`config.mk`:
```
export PLATFORM = sky130hd
export DESIGN_NAME = xpdma_ddr_arbiter
export DESIGN_NICKNAME = d
export VERILOG_FILES = /design/src/rtl/xpdma_arb_pkg.sv /design/src/rtl/xpdma_rr_pick.sv /design/src/rtl/xpdma_ddr_arbiter.sv
export SDC_FILE = /design/constraint.sdc
export NUM_CORES = 1
export LEC_CHECK = 0
export CAP_MARGIN = 0
export CELL_PAD_IN_SITES_DETAIL_PLACEMENT = 1
export CELL_PAD_IN_SITES_GLOBAL_PLACEMENT = 1
export CORE_ASPECT_RATIO = 1.25
export CORE_MARGIN = 3
export CORE_UTILIZATION = 31
export CTS_CLUSTER_DIAMETER = 120
export DETAILED_ROUTE_END_ITERATION = 7
export PLACE_DENSITY = 0.94
export SETUP_SLACK_MARGIN = 0.2
export SYNTH_ARGS = -nofsm -noshare
export SYNTH_HDL_FRONTEND = slang
export SYNTH_SLANG_ARGS = --single-unit
export TNS_END_PERCENT = 10
```
`constraint.sdc`:
```
create_clock -name pcie_clk_125MHz -period 4.45 [get_ports pcie_clk_125MHz]
set_clock_uncertainty 0.05 [all_clocks]
set_input_delay 0.89 -clock pcie_clk_125MHz [delete_from_list [all_inputs] [get_ports pcie_clk_125MHz]]
set_output_delay 0.89 -clock pcie_clk_125MHz [all_outputs]
set_load 0.01 [all_outputs]
```
`src/rtl/xpdma_arb_pkg.sv`:
```
// Shared types and default widths for the PCIe DMA to DDR3 command arbiter.
package xpdma_arb_pkg;

    // Arbiter FSM: wait for DDR calibration, pick a channel, present the
    // command, then hold off further grants until the burst completes.
    typedef enum logic [1:0] {
        ST_WAIT_RDY  = 2'd0,
        ST_IDLE      = 2'd1,
        ST_ISSUE     = 2'd2,
        ST_WAIT_DONE = 2'd3
    } arb_state_t;

    // Default command field widths.
    localparam int DEF_ADDR_W = 32;
    localparam int DEF_LEN_W  = 8;

endpackage

```
`src/rtl/xpdma_rr_pick.sv`:
```
// Combinational round-robin picker: the first requester found searching
// upward from last_ch+1, wrapping at NUM_CH, wins.
module xpdma_rr_pick
    import xpdma_arb_pkg::*;
#(
    parameter int NUM_CH = 4
) (
    input  logic [NUM_CH-1:0]         req,
    input  logic [$clog2(NUM_CH)-1:0] last_ch,
    output logic [NUM_CH-1:0]         grant,
    output logic [$clog2(NUM_CH)-1:0] grant_idx,
    output logic                      grant_any
);

    localparam int CH_W = $clog2(NUM_CH);

    // Scan the channels in priority order starting just after the last winner.
    always_comb begin
        int                cand;
        logic [CH_W-1:0]   cand_idx;
        // NOTE: every output gets a default before the loop so that no path
        // leaves a signal unassigned, which would otherwise infer a latch.
        grant     = '0;
        grant_idx = '0;
        grant_any = 1'b0;
        for (int off = 1; off <= NUM_CH; off++) begin
            cand     = (int'(last_ch) + off) % NUM_CH;
            cand_idx = CH_W'(cand);
            if (!grant_any && req[cand_idx]) begin
                grant[cand_idx] = 1'b1;
                grant_idx       = cand_idx;
                grant_any       = 1'b1;
            end
        end
    end

endmodule

```
`src/rtl/xpdma_ddr_arbiter.sv`:
```
// Round-robin arbiter sharing the single DDR3 burst-command port among the
// PCIe DMA channels. One burst is outstanding at a time; stalled bursts raise
// a sticky timeout flag and bursts cut short by loss of ddr_rdy raise a sticky
// abort flag.
module xpdma_ddr_arbiter
    import xpdma_arb_pkg::*;
#(
    parameter int NUM_CH         = 4,
    parameter int ADDR_W         = DEF_ADDR_W,
    parameter int LEN_W          = DEF_LEN_W,
    parameter int TIMEOUT_CYCLES = 1024
) (
    input  logic                       pcie_clk_125MHz,
    input  logic                       pcie_rst,
    input  logic                       ddr_rdy,
    input  logic [NUM_CH-1:0]          req_valid,
    input  logic [NUM_CH-1:0]          req_write,
    input  logic [NUM_CH*ADDR_W-1:0]   req_addr,
    input  logic [NUM_CH*LEN_W-1:0]    req_len,
    output logic [NUM_CH-1:0]          req_ready,
    output logic                       cmd_valid,
    input  logic                       cmd_ready,
    output logic                       cmd_write,
    output logic [ADDR_W-1:0]          cmd_addr,
    output logic [LEN_W-1:0]           cmd_len,
    output logic [$clog2(NUM_CH)-1:0]  cmd_ch,
    input  logic                       done_valid,
    output logic                       busy,
    output logic                       timeout_err,
    output logic                       abort_err,
    output logic [$clog2(NUM_CH)-1:0]  err_ch
);

    localparam int CH_W  = $clog2(NUM_CH);
    localparam int CNT_W = (TIMEOUT_CYCLES > 1) ? $clog2(TIMEOUT_CYCLES) : 1;
    localparam logic [CNT_W-1:0] CNT_LAST = CNT_W'(TIMEOUT_CYCLES - 1);
    localparam logic [CNT_W-1:0] CNT_SAT  = '1;

    arb_state_t         state;
    arb_state_t         state_next;
    logic [CH_W-1:0]    last_ch;
    logic [CNT_W-1:0]   to_cnt;

    logic [NUM_CH-1:0]  pick_grant;
    logic [CH_W-1:0]    pick_idx;
    logic               pick_any;

    logic               accept;
    logic               handshake;
    logic               abort;
    logic               timeout_hit;

    xpdma_rr_pick #(
        .NUM_CH (NUM_CH)
    ) u_pick (
        .req       (req_valid),
        .last_ch   (last_ch),
        .grant     (pick_grant),
        .grant_idx (pick_idx),
        .grant_any (pick_any)
    );

    // State register.
    always_ff @(posedge pcie_clk_125MHz) begin
        // NOTE: clocked state uses non-blocking assignments so every flop
        // samples the pre-edge value regardless of statement order.
        if (pcie_rst) state <= ST_WAIT_RDY;
        else          state <= state_next;
    end

    // Next-state and control strobes; loss of ddr_rdy overrides everything.
    always_comb begin
        state_next  = state;
        accept      = 1'b0;
        handshake   = 1'b0;
        abort       = 1'b0;
        timeout_hit = 1'b0;
        case (state)
            ST_WAIT_RDY: begin
                if (ddr_rdy) state_next = ST_IDLE;
            end
            ST_IDLE: begin
                if (!ddr_rdy) begin
                    state_next = ST_WAIT_RDY;
                end else if (pick_any) begin
                    accept     = 1'b1;
                    state_next = ST_ISSUE;
                end
            end
            ST_ISSUE: begin
                if (!ddr_rdy) begin
                    abort      = 1'b1;
                    state_next = ST_WAIT_RDY;
                end else if (cmd_ready) begin
                    handshake  = 1'b1;
                    state_next = ST_WAIT_DONE;
                end
            end
            ST_WAIT_DONE: begin
                if (!ddr_rdy) begin
                    abort      = 1'b1;
                    state_next = ST_WAIT_RDY;
                end else if (done_valid) begin
                    // Completion on the final timeout cycle still counts.
                    state_next = ST_IDLE;
                end else if (to_cnt == CNT_LAST) begin
                    timeout_hit = 1'b1;
                    state_next  = ST_IDLE;
                end
            end
            default: state_next = ST_WAIT_RDY;
        endcase
    end

    // Grant strobe is combinational so the winner sees it in its request cycle.
    assign req_ready = accept ? pick_grant : '0;
    assign cmd_valid = (state == ST_ISSUE);
    assign busy      = (state == ST_ISSUE) || (state == ST_WAIT_DONE);

    // Command capture, round-robin pointer, timeout counter and error flags.
    always_ff @(posedge pcie_clk_125MHz) begin
        if (pcie_rst) begin
            cmd_write   <= 1'b0;
            cmd_addr    <= '0;
            cmd_len     <= '0;
            cmd_ch      <= '0;
            last_ch     <= CH_W'(NUM_CH - 1);
            to_cnt      <= '0;
            timeout_err <= 1'b0;
            abort_err   <= 1'b0;
            err_ch      <= '0;
        end else begin
            if (accept) begin
                cmd_write <= req_write[pick_idx];
                cmd_addr  <= req_addr[pick_idx*ADDR_W +: ADDR_W];
                cmd_len   <= req_len[pick_idx*LEN_W +: LEN_W];
                cmd_ch    <= pick_idx;
                last_ch   <= pick_idx;
            end

            // Saturating so a stuck count can never wrap back into range.
            if (handshake) begin
                to_cnt <= '0;
            end else if (state == ST_WAIT_DONE && to_cnt != CNT_SAT) begin
                to_cnt <= to_cnt + 1'b1;
            end

            if (timeout_hit) begin
                timeout_err <= 1'b1;
                err_ch      <= cmd_ch;
            end
            if (abort) begin
                abort_err <= 1'b1;
                err_ch    <= cmd_ch;
            end
        end
    end

endmodule

```
Figure 1. Wiring by layer (run 1).
Two of the layers only.
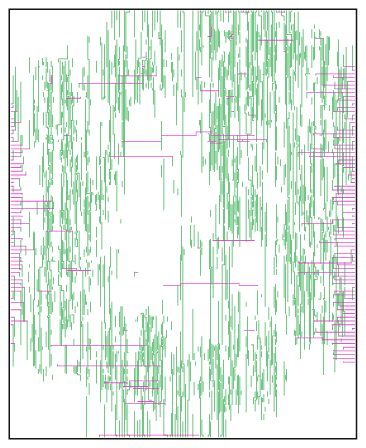
green -> metal 2  # wire length 11100 um
magenta -> metal 3  # wire length 1210 um

Figure 2. Sequential cells grouped by signal name (run 1).
Scale bar: 50 um. Other sequential cells in the stronger gray, the rest of the logic in the fainter gray.
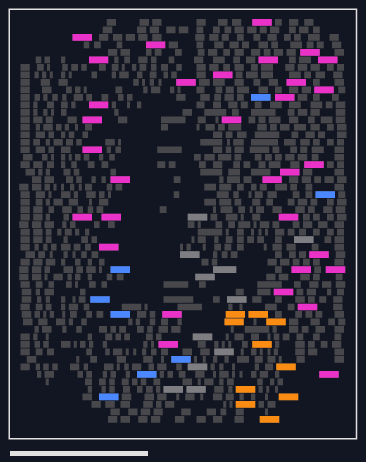
magenta -> cmd_addr  # flops 32
orange -> to_cnt  # flops 10, where south-east
blue -> cmd_len  # flops 8
not colored = 11

Figure 3. M1 wires (run 1).
Scale bar: 50 um. Supply wires on this layer in gray. Cells faint in the background.
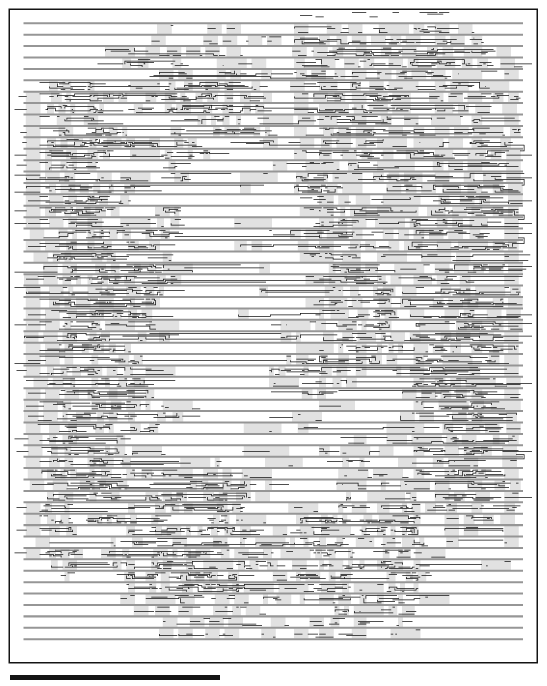
share of all routed wire = 42%
nets with wire on the layer = 972
main direction = horizontal
wire length on this layer = 9420 um

Figure 4. Track usage over the die (run 1).
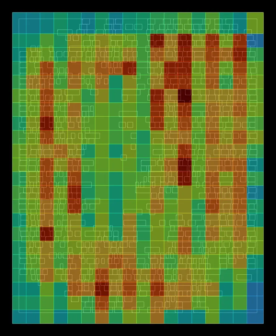
Util after Layout: 47.40%
met3 GRT Util: 3.297%

==> run_summary.xml, run 1 <==
<?xml version="1.0" encoding="UTF-8"?>
<metrics>
  <group name="critical_path">
    <metric name="path_cells" unit="">clkdlybuf4s50_1 -&gt; mux4_2 -&gt; buf_4 -&gt; nor4_2 -&gt; or2_1 -&gt; nor2_1 -&gt; clkdlybuf4s50_1</metric>
    <metric name="critPathSlowestCell" unit="">sky130_fd_sc_hd__mux4_2</metric>
    <metric name="criticalPathCategory" unit="">primary input to output pin</metric>
    <metric name="crit_path_end_kind" unit="">output pin</metric>
    <metric name="timing.critical_path.max_delay_family" unit="">buffers and inverters</metric>
    <metric name="critPathLaunchType" unit="">primary input</metric>
    <metric name="cpMostUsedCell" unit="">sky130_fd_sc_hd__clkdlybuf4s50_1</metric>
    <metric name="regToRegSetupSlack" unit="ns">0.76</metric>
    <metric name="critPathMaxStageDelay" unit="ns">0.53</metric>
    <metric name="critical_path_arrival" unit="ns">3.28</metric>
  </group>
  <group name="logic_synthesis">
    <metric name="synthesis.yosys.warnings" unit="">0</metric>
    <metric name="netlist_logic_family_top" unit="">AND-OR/OR-AND gates</metric>
    <metric name="post_synth_inst_count" unit="">718</metric>
    <metric name="enable_flop_cells" unit="">0</metric>
    <metric name="ys_sh_mux" unit="%">3.071</metric>
    <metric name="synth.cellmix.compoundShare" unit="%">36.42</metric>
    <metric name="ys_sh_simple" unit="%">25.65</metric>
    <metric name="synth-seq-area-share" unit="%">22.04</metric>
    <metric name="xor_share" unit="%">0.9483</metric>
    <metric name="synthesis.area" unit="um2">5542</metric>
    <metric name="ys_chip_area" unit="um2">5542</metric>
    <metric name="fa_ha_area_share" unit="%">2.032</metric>
    <metric name="synthFlopType" unit="">sky130_fd_sc_hd__dfxtp_1</metric>
    <metric name="ys_cells" unit="">718</metric>
  </group>
  <group name="power">
    <metric name="clockPowerShare" unit="%">32.8</metric>
    <metric name="p_sw" unit="mW">0.7988</metric>
    <metric name="irDropWorstVdd" unit="mV">0.1717</metric>
    <metric name="fin_total_pwr" unit="mW">2.261</metric>
    <metric name="cellLeakagePower" unit="nW">3.272</metric>
    <metric name="power.density" unit="nW/um2">272.5</metric>
    <metric name="cell_internal_pwr" unit="mW">1.462</metric>
  </group>
  <group name="status">
    <metric name="run_status" unit="">finished clean</metric>
  </group>
  <group name="timing">
    <metric name="worstMarginPinSlew" unit="ns">1.171</metric>
    <metric name="final_total_negative_setup_slack" unit="ns">0</metric>
    <metric name="f_max" unit="GHz">0.2371</metric>
    <metric name="hold_violations" unit="">0</metric>
    <metric name="grt_setup_unrepaired" unit="">yes</metric>
    <metric name="setup_ws" unit="ns">0.2326</metric>
    <metric name="final-setup-viol-count" unit="">0</metric>
    <metric name="hold_ws" unit="ns">0.3957</metric>
    <metric name="finalCriticalPeriod" unit="ns">4.217</metric>
    <metric name="post-route-period-util" unit="%">94.77</metric>
  </group>
  <group name="floorplan">
    <metric name="placeableCoreArea" unit="um2">17500</metric>
    <metric name="die_h" unit="um">155.5</metric>
    <metric name="num_tap_cells" unit="">224</metric>
    <metric name="floorplan.io_pins" unit="">226</metric>
    <metric name="starting_density_of_the_core" unit="%">31.67</metric>
    <metric name="fp.dieArea" unit="um2">19530</metric>
    <metric name="fp.dieW" unit="um">125.6</metric>
    <metric name="row_count" unit="">54</metric>
  </group>
  <group name="cells_and_area">
    <metric name="layout_top_cells_excl_fill_tap" unit="">sky130_fd_sc_hd__clkdlybuf4s50_1, sky130_fd_sc_hd__nand3b_1, sky130_fd_sc_hd__dfxtp_1</metric>
    <metric name="fin_cells" unit="">1125</metric>
    <metric name="diodes" unit="">0</metric>
    <metric name="final.signal_inverter_count" unit="">46</metric>
    <metric name="largest_register_ffs" unit="">32</metric>
    <metric name="lay_top_count" unit="">sky130_fd_sc_hd__clkdlybuf4s50_1</metric>
    <metric name="layout-drive-gt1-share" unit="%">9.101</metric>
    <metric name="postLayoutCellArea" unit="um2">8295</metric>
    <metric name="final-clk-cell-share" unit="%">3.756</metric>
    <metric name="multi_input_comb_area" unit="um2">3812</metric>
    <metric name="seq-cell-share" unit="%">14.77</metric>
    <metric name="layout.area.top_class" unit="">multi-input combinational cells</metric>
    <metric name="top_regs" unit="">cmd_addr: 32 flops, to_cnt: 10 flops, cmd_len: 8 flops</metric>
    <metric name="sequential_cells" unit="">61</metric>
    <metric name="biggest_register" unit="">cmd_addr</metric>
    <metric name="final_net_count" unit="">1078</metric>
    <metric name="sequential_cell_area" unit="um2">1225</metric>
    <metric name="syn_to_final_growth" unit="%">49.70</metric>
  </group>
  <group name="clocking">
    <metric name="count_of_clock_tree_sinks" unit="">61</metric>
    <metric name="cts_root_buffer" unit="">sky130_fd_sc_hd__clkbuf_16</metric>
    <metric name="cts_tree" unit="">built</metric>
    <metric name="number_of_buffers_inserted_by_post_cts_setup_repair" unit="">1</metric>
    <metric name="clock_latency" unit="ns">0.33</metric>
    <metric name="cts-hold-fix-buffers" unit="">0</metric>
    <metric name="worst_setup_hold_path_clk_slew" unit="ns">0.06</metric>
    <metric name="cts_made_buffers" unit="">9</metric>
  </group>
  <group name="place">
    <metric name="placed_cells" unit="">1108</metric>
    <metric name="place.port_buffers" unit="">225</metric>
    <metric name="gp_routability_congestion" unit="">0.7952</metric>
    <metric name="place_area" unit="um2">7978</metric>
  </group>
  <group name="global_routing">
    <metric name="grt_overflow" unit="">0</metric>
    <metric name="grt_antenna_before_repair" unit="">0</metric>
    <metric name="grt_max_degree" unit="">135</metric>
    <metric name="wire_length_of_the_first_global_routing_pass" unit="mm">34.85</metric>
    <metric name="grt.total_usage" unit="%">21.64</metric>
  </group>
  <group name="run">
    <metric name="max_cap_viols" unit="">0</metric>
  </group>
  <group name="routing">
    <metric name="vias_per_cell" unit="">5.785</metric>
    <metric name="first_pass_iters" unit="">4</metric>
    <metric name="num_vias" unit="">6508</metric>
    <metric name="route.final.wire_length" unit="mm">22.23</metric>
    <metric name="wire_per_inst" unit="um">19.76</metric>
  </group>
  <group name="min_path">
    <metric name="hold_path.class" unit="">flip-flop to flip-flop</metric>
  </group>
</metrics>
[run 1: power by group through the flow]
stage / logic [mW] / registers, mW / clock network (mW)
after floorplan: 0.519 / 0.607 / 0
after global placement: 0.904 / 0.599 / 0
after detailed placement: 0.931 / 0.601 / 0
after CTS: 0.934 / 0.589 / 0.761
after global routing: 1.01 / 0.592 / 0.796
final: 0.931 / 0.589 / 0.741
[run 1: per-layer routing]
metal | wire (um) | vias to the layer above | share of wire (%) | track usage, %
met5 | 0 | - | 0 | 0
met4 | 497 | 0 | 2.2 | 7.386
met3 | 1208 | 31 | 5.4 | 3.297
met2 | 11110 | 220 | 50 | 38.45
met1 | 9420 | 3179 | 42 | 26.57
li1 | - | 3078 | - | -
[run 1: synthesized netlist by cell type, drive strengths merged (2+ instances only)]
cell type | number | area share, %
clkbuf | 63 | 4.3
nor2 | 32 | 2.2
mux2 | 2 | 0.41
a22oi | 4 | 0.54
dfxtp | 61 | 22
mux4 | 3 | 1.2
a211oi | 44 | 6.9
a31oi | 20 | 2.3
nand4 | 41 | 4.6
and2 | 2 | 0.23
buf | 23 | 2.4
nand3b | 60 | 8.1
a21oi | 8 | 0.72
o21bai | 20 | 2.7
o211a | 38 | 6.9
o31ai | 22 | 3.9
mux2i | 8 | 1.4
a221oi | 6 | 0.95
xor2 | 3 | 0.47
ha | 9 | 2.0
or3 | 42 | 4.7
o21ai | 45 | 4.1
inv | 46 | 3.1
nor2b | 2 | 0.23
o211ai | 2 | 0.27
xnor2 | 3 | 0.47
nor3 | 42 | 3.8
nand3 | 4 | 0.36
a21boi | 44 | 6.0
nand2 | 5 | 0.34
[run 1: worst paths after layout]
path,startpoint,to,cells past startpoint
min reg2reg,timeout_err,timeout_err,2
max reg2reg,last_ch[0],cmd_addr[2],8
max,req_valid[1],req_ready[3],7
min,timeout_err,timeout_err,2
==> run 2, diff against run 1 <==
- CORE_ASPECT_RATIO: 1.25 -> 1.1
Figure 5. Port wiring (run 2).
Scale bar: 50 um.
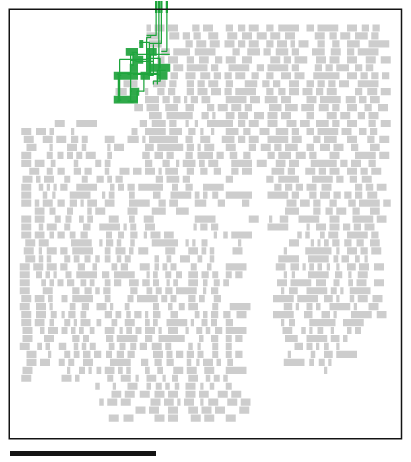
green -> req_valid  # direction input, edge north, end cells 12, wire 249 um

Figure 6. M1 wires (run 2).
Scale bar: 50 um. Supply wires on this layer in gray. Cells faint in the background.
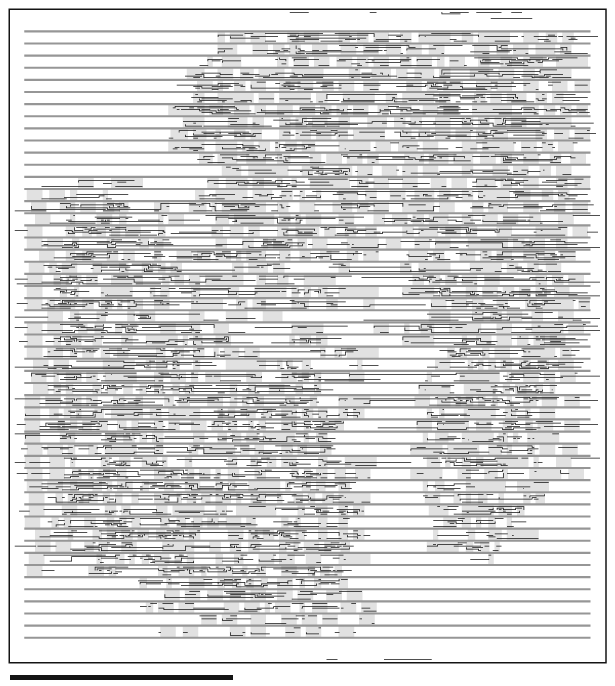
share of all routed wire = 39%
main direction = horizontal
nets with wire on the layer = 969

Figure 7. Track usage over the die (run 2).
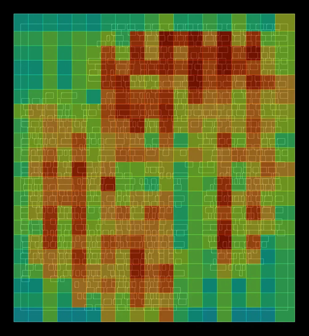
GR Util met2: 44.54%
GR met1 Demand/Resource: 28.26%
Overall Global Routing Usage: 25.21%
Util after Layout: 48.30%
met3 GRT Util: 5.927%

==> run 2 against run 1 <==
Clock-buffer cell count unchanged. Worst setup slack better by 0.11 ns. Design area up 0.53%. Combinational power up 2%. Cell count up 0.98%. Register-to-register slack better by 0.13 ns.
==> run_summary.xml, run 2 <==
<?xml version="1.0" encoding="UTF-8"?>
<metrics>
  <group name="clocking">
    <metric name="clock_latency" unit="ns">0.35</metric>
    <metric name="cts.htree.levels" unit="">3</metric>
    <metric name="cts-hold-fix-buffers" unit="">0</metric>
    <metric name="cts_made_buffers" unit="">9</metric>
    <metric name="max_buffers_root_to_sink" unit="">2</metric>
    <metric name="count_of_clock_tree_sinks" unit="">61</metric>
    <metric name="cts_tree" unit="">built</metric>
    <metric name="worst_setup_hold_path_clk_slew" unit="ns">0.06</metric>
    <metric name="cts_root_buffer" unit="">sky130_fd_sc_hd__clkbuf_16</metric>
  </group>
  <group name="power">
    <metric name="irDropWorstVdd" unit="mV">0.1961</metric>
    <metric name="power.density" unit="nW/um2">267.9</metric>
    <metric name="cellLeakagePower" unit="nW">3.269</metric>
    <metric name="fin_total_pwr" unit="mW">2.234</metric>
  </group>
  <group name="global_routing">
    <metric name="wire_length_of_the_first_global_routing_pass" unit="mm">39.47</metric>
    <metric name="grt_antenna_before_repair" unit="">1</metric>
    <metric name="grt_overflow" unit="">0</metric>
    <metric name="vias_in_the_first_global_route" unit="">6993</metric>
    <metric name="grt_max_degree" unit="">106</metric>
    <metric name="grt-busiest-layer" unit="">met2</metric>
  </group>
  <group name="critical_path">
    <metric name="cpMostUsedCell" unit="">sky130_fd_sc_hd__buf_4</metric>
    <metric name="critPathSlowestCell" unit="">sky130_fd_sc_hd__clkdlybuf4s50_1</metric>
    <metric name="worst_r2r_start" unit="">last_ch[1]</metric>
    <metric name="path_cells" unit="">buf_4 -&gt; inv_1 -&gt; ha_4 -&gt; mux4_2 -&gt; buf_4 -&gt; nor4_2 -&gt; or2_4 -&gt; nor2_1 -&gt; clkdlybuf4s50_1</metric>
    <metric name="critPathLaunchType" unit="">flip-flop</metric>
    <metric name="peak_fanout_along_the_critical_path" unit="">12</metric>
    <metric name="cp_data_required_time" unit="ns">3.51</metric>
    <metric name="timing.critical_path.max_delay_family" unit="">buffers and inverters</metric>
    <metric name="critical_path_arrival" unit="ns">3.17</metric>
    <metric name="criticalPathCategory" unit="">flip-flop to output pin</metric>
    <metric name="crit_path_end_kind" unit="">output pin</metric>
    <metric name="worst-path-buf-inv" unit="">4</metric>
    <metric name="regToRegSetupSlack" unit="ns">0.89</metric>
    <metric name="worst_r2r_path_depth" unit="">12</metric>
    <metric name="critPathMaxStageDelay" unit="ns">0.51</metric>
    <metric name="timing.rr.end" unit="">cmd_len[5]</metric>
  </group>
  <group name="floorplan">
    <metric name="fp.dieW" unit="um">133.5</metric>
    <metric name="die_h" unit="um">146.2</metric>
    <metric name="starting_density_of_the_core" unit="%">32.09</metric>
    <metric name="floorplan.io_pins" unit="">226</metric>
    <metric name="placeableCoreArea" unit="um2">17270</metric>
    <metric name="fp.dieArea" unit="um2">19520</metric>
    <metric name="row_count" unit="">50</metric>
  </group>
  <group name="timing">
    <metric name="worstMarginPinSlew" unit="ns">1.048</metric>
    <metric name="grt_setup_unrepaired" unit="">no</metric>
    <metric name="hold_violations" unit="">0</metric>
    <metric name="max_slew_margin" unit="%">30.11</metric>
    <metric name="finalCriticalPeriod" unit="ns">4.106</metric>
    <metric name="f_max" unit="GHz">0.2435</metric>
    <metric name="finalMaxSlewViolations" unit="">0</metric>
    <metric name="post-route-period-util" unit="%">92.27</metric>
    <metric name="final-setup-viol-count" unit="">0</metric>
    <metric name="final_total_negative_setup_slack" unit="ns">0</metric>
    <metric name="hold_ws" unit="ns">0.4199</metric>
  </group>
  <group name="routing">
    <metric name="num_vias" unit="">6690</metric>
    <metric name="drtAntennaViolNets" unit="">0</metric>
    <metric name="route.final.wire_length" unit="mm">25.30</metric>
    <metric name="wl_met2" unit="mm">12.70</metric>
    <metric name="drc" unit="">0</metric>
    <metric name="met3WireLength" unit="mm">1.648</metric>
    <metric name="wire_per_inst" unit="um">22.27</metric>
    <metric name="vias_per_cell" unit="">5.889</metric>
    <metric name="routedLengthMet1" unit="mm">9.790</metric>
    <metric name="first_pass_iters" unit="">5</metric>
    <metric name="highest-signal-layer" unit="">met5</metric>
    <metric name="drt_iter0_drc" unit="">373</metric>
  </group>
  <group name="logic_synthesis">
    <metric name="synth.net_count" unit="">900</metric>
    <metric name="post_synth_main_area_contributors" unit="">sky130_fd_sc_hd__dfxtp_1, sky130_fd_sc_hd__nand3b_1, sky130_fd_sc_hd__o211a_1, sky130_fd_sc_hd__a21boi_0, sky130_fd_sc_hd__or3_1</metric>
    <metric name="synthesis.yosys.warnings" unit="">0</metric>
    <metric name="post-synth-top-area-cell" unit="">sky130_fd_sc_hd__dfxtp_1</metric>
    <metric name="synthMostInstantiatedCell" unit="">sky130_fd_sc_hd__clkbuf_1</metric>
    <metric name="asyncSetResetFlopFracSynth" unit="%">0</metric>
    <metric name="synthesis.area" unit="um2">5542</metric>
    <metric name="postSynthAreaPerCell" unit="um2">7.718</metric>
    <metric name="ys_chip_area" unit="um2">5542</metric>
    <metric name="enable_flop_cells" unit="">0</metric>
    <metric name="yosys_register_bits" unit="">61</metric>
    <metric name="synthFlopType" unit="">sky130_fd_sc_hd__dfxtp_1</metric>
    <metric name="distinct_lib_cells" unit="">51</metric>
    <metric name="most_common_library_cells_after_synthesis" unit="">sky130_fd_sc_hd__clkbuf_1, sky130_fd_sc_hd__dfxtp_1, sky130_fd_sc_hd__nand3b_1, sky130_fd_sc_hd__inv_1</metric>
    <metric name="synth-seq-area-share" unit="%">22.04</metric>
    <metric name="post_synth_inst_count" unit="">718</metric>
    <metric name="ys_cells" unit="">718</metric>
    <metric name="synth_largest_type_area_fraction" unit="%">22.04</metric>
  </group>
  <group name="place">
    <metric name="post-dp-hpwl" unit="mm">17.56</metric>
    <metric name="place_area" unit="um2">7964</metric>
    <metric name="gp_routability_congestion" unit="">0.8152</metric>
    <metric name="place.port_buffers" unit="">225</metric>
  </group>
  <group name="min_path">
    <metric name="hold_path.class" unit="">flip-flop to flip-flop</metric>
    <metric name="min_to" unit="">timeout_err</metric>
    <metric name="min_path_cells" unit="">2</metric>
    <metric name="hold_start" unit="">timeout_err</metric>
  </group>
  <group name="cells_and_area">
    <metric name="diodes" unit="">0</metric>
    <metric name="final_net_count" unit="">1079</metric>
    <metric name="fillerInstances" unit="">2074</metric>
    <metric name="syn_to_final_growth" unit="%">50.49</metric>
    <metric name="top_regs" unit="">cmd_addr: 32 flops, to_cnt: 10 flops, cmd_len: 8 flops</metric>
    <metric name="largest_register_ffs" unit="">32</metric>
    <metric name="postLayoutCellArea" unit="um2">8339</metric>
    <metric name="sequential_cell_area" unit="um2">1225</metric>
    <metric name="lay_top_count" unit="">sky130_fd_sc_hd__clkdlybuf4s50_1</metric>
    <metric name="layout-drive-gt1-share" unit="%">9.756</metric>
    <metric name="multi_input_comb_area" unit="um2">3854</metric>
    <metric name="biggest_register" unit="">cmd_addr</metric>
    <metric name="layout_top_cells_excl_fill_tap" unit="">sky130_fd_sc_hd__clkdlybuf4s50_1, sky130_fd_sc_hd__nand3b_1, sky130_fd_sc_hd__dfxtp_1</metric>
  </group>
  <group name="run">
    <metric name="max_cap_viols" unit="">0</metric>
    <metric name="warning_count" unit="">35</metric>
  </group>
  <group name="status">
    <metric name="run_status" unit="">finished clean</metric>
  </group>
</metrics>
-- run 2: timing repair --
action                     4_1_cts  5_1_grt
pin swaps                        0        2
buffers inserted                 4        2
gates resized                    3        9
setup endpoints to repair        4        4
-- run 2: layout make-up --
type                    count  share of cell area (%)
multi-input cells         525                   46.21
clock buffers              11                   3.031
repair buffers            254                   30.08
inverters                  46                   2.071
well taps                 234                   3.511
clock inverters             5                  0.4051
flip-flops and latches     61                   14.69
-- run 2: through the flow --
| step | std cells | setup slack (ns) |
|---|---|---|
| final | 1136 | 0.3439 |
| after global routing | 1136 | 0.2217 |
| after CTS | 1134 | 0.2050 |
| after detailed placement | 1114 | 0.08252 |
| after global placement | 1114 | 0.2892 |
| after floorplan | 718 | 0.9104 |
-- run 2: worst max path at each step --
| stage | from | end | slack [ns] | cells after the start |
|---|---|---|---|---|
| 2_1_floorplan | last_ch[1] | req_ready[0] | 0.91 | 11 |
| 3_3_place_gp | req_valid[2] | req_ready[0] | 0.29 | 7 |
| 3_5_place_dp | req_valid[2] | req_ready[1] | 0.08 | 7 |
| 4_1_cts | last_ch[1] | req_ready[2] | 0.21 | 10 |
| 5_1_grt | last_ch[1] | req_ready[2] | 0.22 | 9 |
| 6_report | last_ch[1] | req_ready[2] | 0.34 | 9 |
-- run 2: where the power goes --
group	internal [mW]	switching, mW	total (mW)
clock network	0.407	0.287	0.695
registers	0.571	0.0183	0.590
logic	0.431	0.519	0.950
-- run 2: kinds of logic after synthesis --
kind of cell / share of synthesized area [%]
buf+inv: 9.844
xor+xnor: 0.9485
simple gates: 25.65
flops: 22.04
fa+ha+maj: 2.032
mux: 3.071
compound gates: 36.42
==> run 3, diff against run 2 <==
- CTS_CLUSTER_DIAMETER: 120 -> not set
Figure 8. Track usage over the die (run 3).
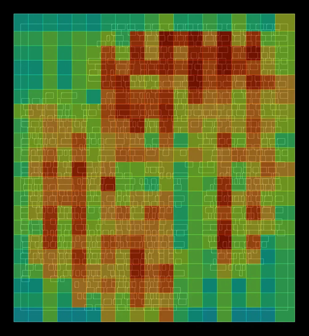
wire per inst: 22.27 um
busiest layer in global routing: met2

Figure 9. M1 wires (run 3).
Scale bar: 50 um. Supply wires on this layer in gray. Cells faint in the background.
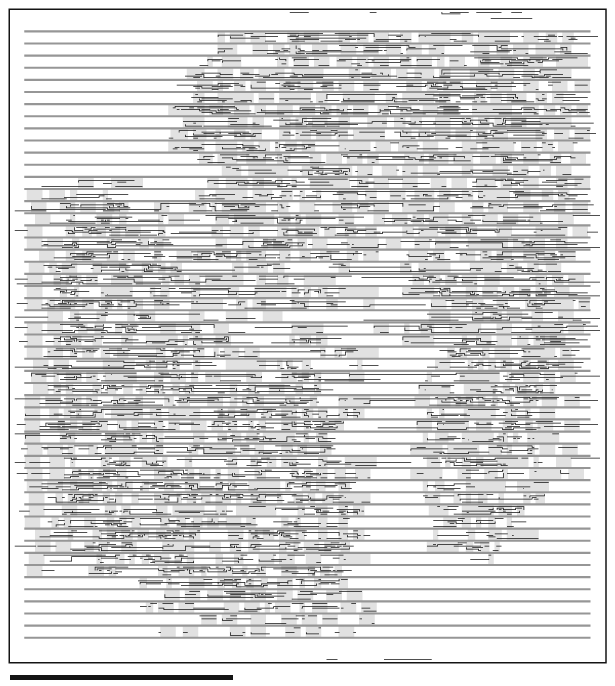
nets with wire on the layer = 969
share of all routed wire = 39%
longest straight run = 35.0 um

Figure 10. Port wiring (run 3).
Scale bar: 50 um.
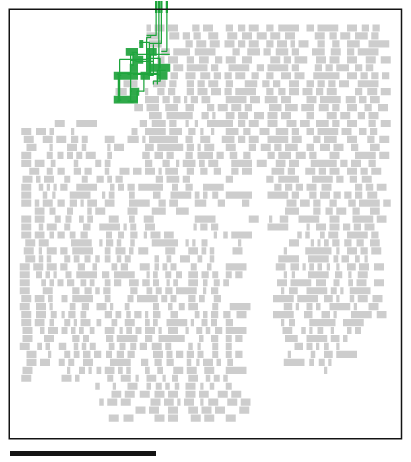
green -> req_valid  # direction input, edge north, end cells 12, wire 249 um

==> run 3 against run 2 <==
First-iteration DRC count did not move. Cell count did not move. Register-to-register slack barely moved. Highest routed layer unchanged. Worst setup slack did not move. Critical path type unchanged. Routed wire length did not move. Total power did not move. Combinational power barely moved. Global-route usage did not move. Worst hold slack did not move. Critical path depth did not move. Clock power barely moved.
==> run_summary.xml, run 3 <==
<?xml version="1.0" encoding="UTF-8"?>
<metrics>
  <group name="status">
    <metric name="run_status" unit="">finished clean</metric>
  </group>
  <group name="place">
    <metric name="place.port_buffers" unit="">225</metric>
    <metric name="gp_routability_congestion" unit="">0.8152</metric>
    <metric name="placed_cells" unit="">1114</metric>
    <metric name="place_area" unit="um2">7964</metric>
  </group>
  <group name="logic_synthesis">
    <metric name="synth.net_count" unit="">900</metric>
    <metric name="ys_cells" unit="">718</metric>
    <metric name="synthFlopType" unit="">sky130_fd_sc_hd__dfxtp_1</metric>
    <metric name="synthMostInstantiatedCell" unit="">sky130_fd_sc_hd__clkbuf_1</metric>
    <metric name="asyncSetResetFlopFracSynth" unit="%">0</metric>
    <metric name="synth_largest_type_area_fraction" unit="%">22.04</metric>
    <metric name="distinct_lib_cells" unit="">51</metric>
    <metric name="most_common_library_cells_after_synthesis" unit="">sky130_fd_sc_hd__clkbuf_1, sky130_fd_sc_hd__dfxtp_1, sky130_fd_sc_hd__nand3b_1, sky130_fd_sc_hd__inv_1</metric>
    <metric name="post_synth_main_area_contributors" unit="">sky130_fd_sc_hd__dfxtp_1, sky130_fd_sc_hd__nand3b_1, sky130_fd_sc_hd__o211a_1, sky130_fd_sc_hd__a21boi_0, sky130_fd_sc_hd__or3_1</metric>
    <metric name="synthesis.area" unit="um2">5542</metric>
    <metric name="synth-seq-area-share" unit="%">22.04</metric>
    <metric name="ys_chip_area" unit="um2">5542</metric>
    <metric name="enable_flop_cells" unit="">0</metric>
    <metric name="post-synth-top-area-cell" unit="">sky130_fd_sc_hd__dfxtp_1</metric>
    <metric name="synthesis.yosys.warnings" unit="">0</metric>
    <metric name="postSynthAreaPerCell" unit="um2">7.718</metric>
    <metric name="post_synth_inst_count" unit="">718</metric>
  </group>
  <group name="power">
    <metric name="power.density" unit="nW/um2">267.9</metric>
    <metric name="cellLeakagePower" unit="nW">3.269</metric>
    <metric name="netSwitchingFraction" unit="%">36.89</metric>
    <metric name="pwr-share-seq" unit="%">26.4</metric>
    <metric name="clockPowerShare" unit="%">31.1</metric>
    <metric name="power_top_consumer" unit="">combinational logic</metric>
    <metric name="seq_cell_power" unit="mW">0.590</metric>
    <metric name="irDropWorstVdd" unit="mV">0.1961</metric>
    <metric name="power.combinational.total" unit="mW">0.950</metric>
    <metric name="comb_pwr_share" unit="%">42.5</metric>
    <metric name="fin_total_pwr" unit="mW">2.234</metric>
    <metric name="p_sw" unit="mW">0.8243</metric>
    <metric name="p_clk" unit="mW">0.695</metric>
    <metric name="cell_internal_pwr" unit="mW">1.410</metric>
  </group>
  <group name="timing">
    <metric name="setup_ws" unit="ns">0.3439</metric>
    <metric name="post-route-period-util" unit="%">92.27</metric>
    <metric name="f_max" unit="GHz">0.2435</metric>
    <metric name="finalMaxSlewViolations" unit="">0</metric>
    <metric name="grt_setup_unrepaired" unit="">no</metric>
    <metric name="worstMarginPinSlew" unit="ns">1.048</metric>
    <metric name="hold_violations" unit="">0</metric>
    <metric name="max_slew_margin" unit="%">30.11</metric>
    <metric name="hold_ws" unit="ns">0.4199</metric>
    <metric name="final-setup-viol-count" unit="">0</metric>
    <metric name="final_total_negative_setup_slack" unit="ns">0</metric>
  </group>
  <group name="global_routing">
    <metric name="grt_overflow" unit="">0</metric>
    <metric name="grt_max_degree" unit="">106</metric>
    <metric name="groute.layer.met1.usage" unit="%">28.26</metric>
    <metric name="vias_in_the_first_global_route" unit="">6993</metric>
    <metric name="groute.layer.met3.usage" unit="%">5.927</metric>
    <metric name="grt.total_usage" unit="%">25.21</metric>
    <metric name="wire_length_of_the_first_global_routing_pass" unit="mm">39.47</metric>
    <metric name="grtUsageMet2" unit="%">44.54</metric>
  </group>
  <group name="routing">
    <metric name="drtAntennaViolNets" unit="">0</metric>
    <metric name="first_pass_iters" unit="">5</metric>
    <metric name="highest-signal-layer" unit="">met5</metric>
    <metric name="vias_per_cell" unit="">5.889</metric>
    <metric name="met3WireLength" unit="mm">1.648</metric>
    <metric name="num_vias" unit="">6690</metric>
    <metric name="route.final.wire_length" unit="mm">25.30</metric>
    <metric name="routedLengthMet1" unit="mm">9.790</metric>
    <metric name="wl_met2" unit="mm">12.70</metric>
  </group>
  <group name="clocking">
    <metric name="max_buffers_root_to_sink" unit="">2</metric>
    <metric name="worst_setup_hold_path_clk_slew" unit="ns">0.06</metric>
    <metric name="count_of_clock_tree_sinks" unit="">61</metric>
    <metric name="cts_root_buffer" unit="">sky130_fd_sc_hd__clkbuf_16</metric>
    <metric name="clock_latency" unit="ns">0.35</metric>
    <metric name="cts.htree.levels" unit="">3</metric>
    <metric name="cts_tree" unit="">built</metric>
  </group>
  <group name="cells_and_area">
    <metric name="biggest_register" unit="">cmd_addr</metric>
    <metric name="largest_register_ffs" unit="">32</metric>
    <metric name="postLayoutCellArea" unit="um2">8339</metric>
    <metric name="fillerInstances" unit="">2074</metric>
    <metric name="layout-drive-gt1-share" unit="%">9.756</metric>
    <metric name="syn_to_final_growth" unit="%">50.49</metric>
    <metric name="diodes" unit="">0</metric>
    <metric name="layout_top_cells_excl_fill_tap" unit="">sky130_fd_sc_hd__clkdlybuf4s50_1, sky130_fd_sc_hd__nand3b_1, sky130_fd_sc_hd__dfxtp_1</metric>
    <metric name="fin_cells" unit="">1136</metric>
    <metric name="lay_top_count" unit="">sky130_fd_sc_hd__clkdlybuf4s50_1</metric>
    <metric name="utilization" unit="%">48.30</metric>
    <metric name="final_net_count" unit="">1079</metric>
    <metric name="top_regs" unit="">cmd_addr: 32 flops, to_cnt: 10 flops, cmd_len: 8 flops</metric>
  </group>
  <group name="critical_path">
    <metric name="peak_fanout_along_the_critical_path" unit="">12</metric>
    <metric name="critPathLaunchType" unit="">flip-flop</metric>
    <metric name="cp_data_required_time" unit="ns">3.51</metric>
    <metric name="critical_path_arrival" unit="ns">3.17</metric>
    <metric name="criticalPathCategory" unit="">flip-flop to output pin</metric>
    <metric name="crit_path_end_kind" unit="">output pin</metric>
  </group>
  <group name="run">
    <metric name="warning_count" unit="">35</metric>
    <metric name="max_cap_viols" unit="">0</metric>
  </group>
  <group name="min_path">
    <metric name="hold_path.class" unit="">flip-flop to flip-flop</metric>
  </group>
  <group name="floorplan">
    <metric name="row_count" unit="">50</metric>
    <metric name="floorplan.io_pins" unit="">226</metric>
    <metric name="die_h" unit="um">146.2</metric>
    <metric name="starting_density_of_the_core" unit="%">32.09</metric>
    <metric name="placeableCoreArea" unit="um2">17270</metric>
    <metric name="fp.dieArea" unit="um2">19520</metric>
    <metric name="fp.dieW" unit="um">133.5</metric>
  </group>
</metrics>
[run 3: worst max-delay path, cell delays in order, from the launching register on]
cell and delay [ns]:
sky130_fd_sc_hd__dfxtp_1 0.31, sky130_fd_sc_hd__buf_4 0.20, sky130_fd_sc_hd__inv_1 0.17, sky130_fd_sc_hd__ha_4 0.37, sky130_fd_sc_hd__mux4_2 0.40, sky130_fd_sc_hd__buf_4 0.17
sky130_fd_sc_hd__nor4_2 0.36, sky130_fd_sc_hd__or2_4 0.25, sky130_fd_sc_hd__nor2_1 0.07, sky130_fd_sc_hd__clkdlybuf4s50_1 0.51
[run 3: worst paths after layout]
kind | from | end | slack [ns] | depth (start not counted)
max | last_ch[1] | req_ready[2] | 0.34 | 9
min | timeout_err | timeout_err | 0.42 | 2
max reg2reg | last_ch[1] | cmd_len[5] | 0.89 | 12
min reg2reg | timeout_err | timeout_err | 0.42 | 2
[run 3: timing repair]
item,CTS,global route
endpoints found under the setup margin,4,4
buffers inserted,4,2
pin swaps,0,2
resized,3,9
hold buffers,0,0
[run 3: area by class of cell]
class	count	area, um2	share of cell area (%)
Multi-Input combinational cell	525	3854	46.21
Clock buffer	11	252.7	3.031
Sequential cell	61	1225	14.69
Tap cell	234	292.8	3.511
Clock inverter	5	33.78	0.4051
Timing Repair Buffer	254	2509	30.08
Inverter	46	172.7	2.071
[run 3: logic make-up (layout without fill, tap and decap cells)]
family	Yosys count	after routing	synth area share, %
AND-OR/OR-AND	260	260	36.42
AND/OR/NAND/NOR	237	237	25.65
buffers and inverters	132	316	9.844
flip-flops	61	61	22.04
multiplexers	13	13	3.071
adder cells (fa/ha/maj)	9	9	2.032
XOR/XNOR	6	6	0.9485
Power is estimated from default activity; no workload was simulated.
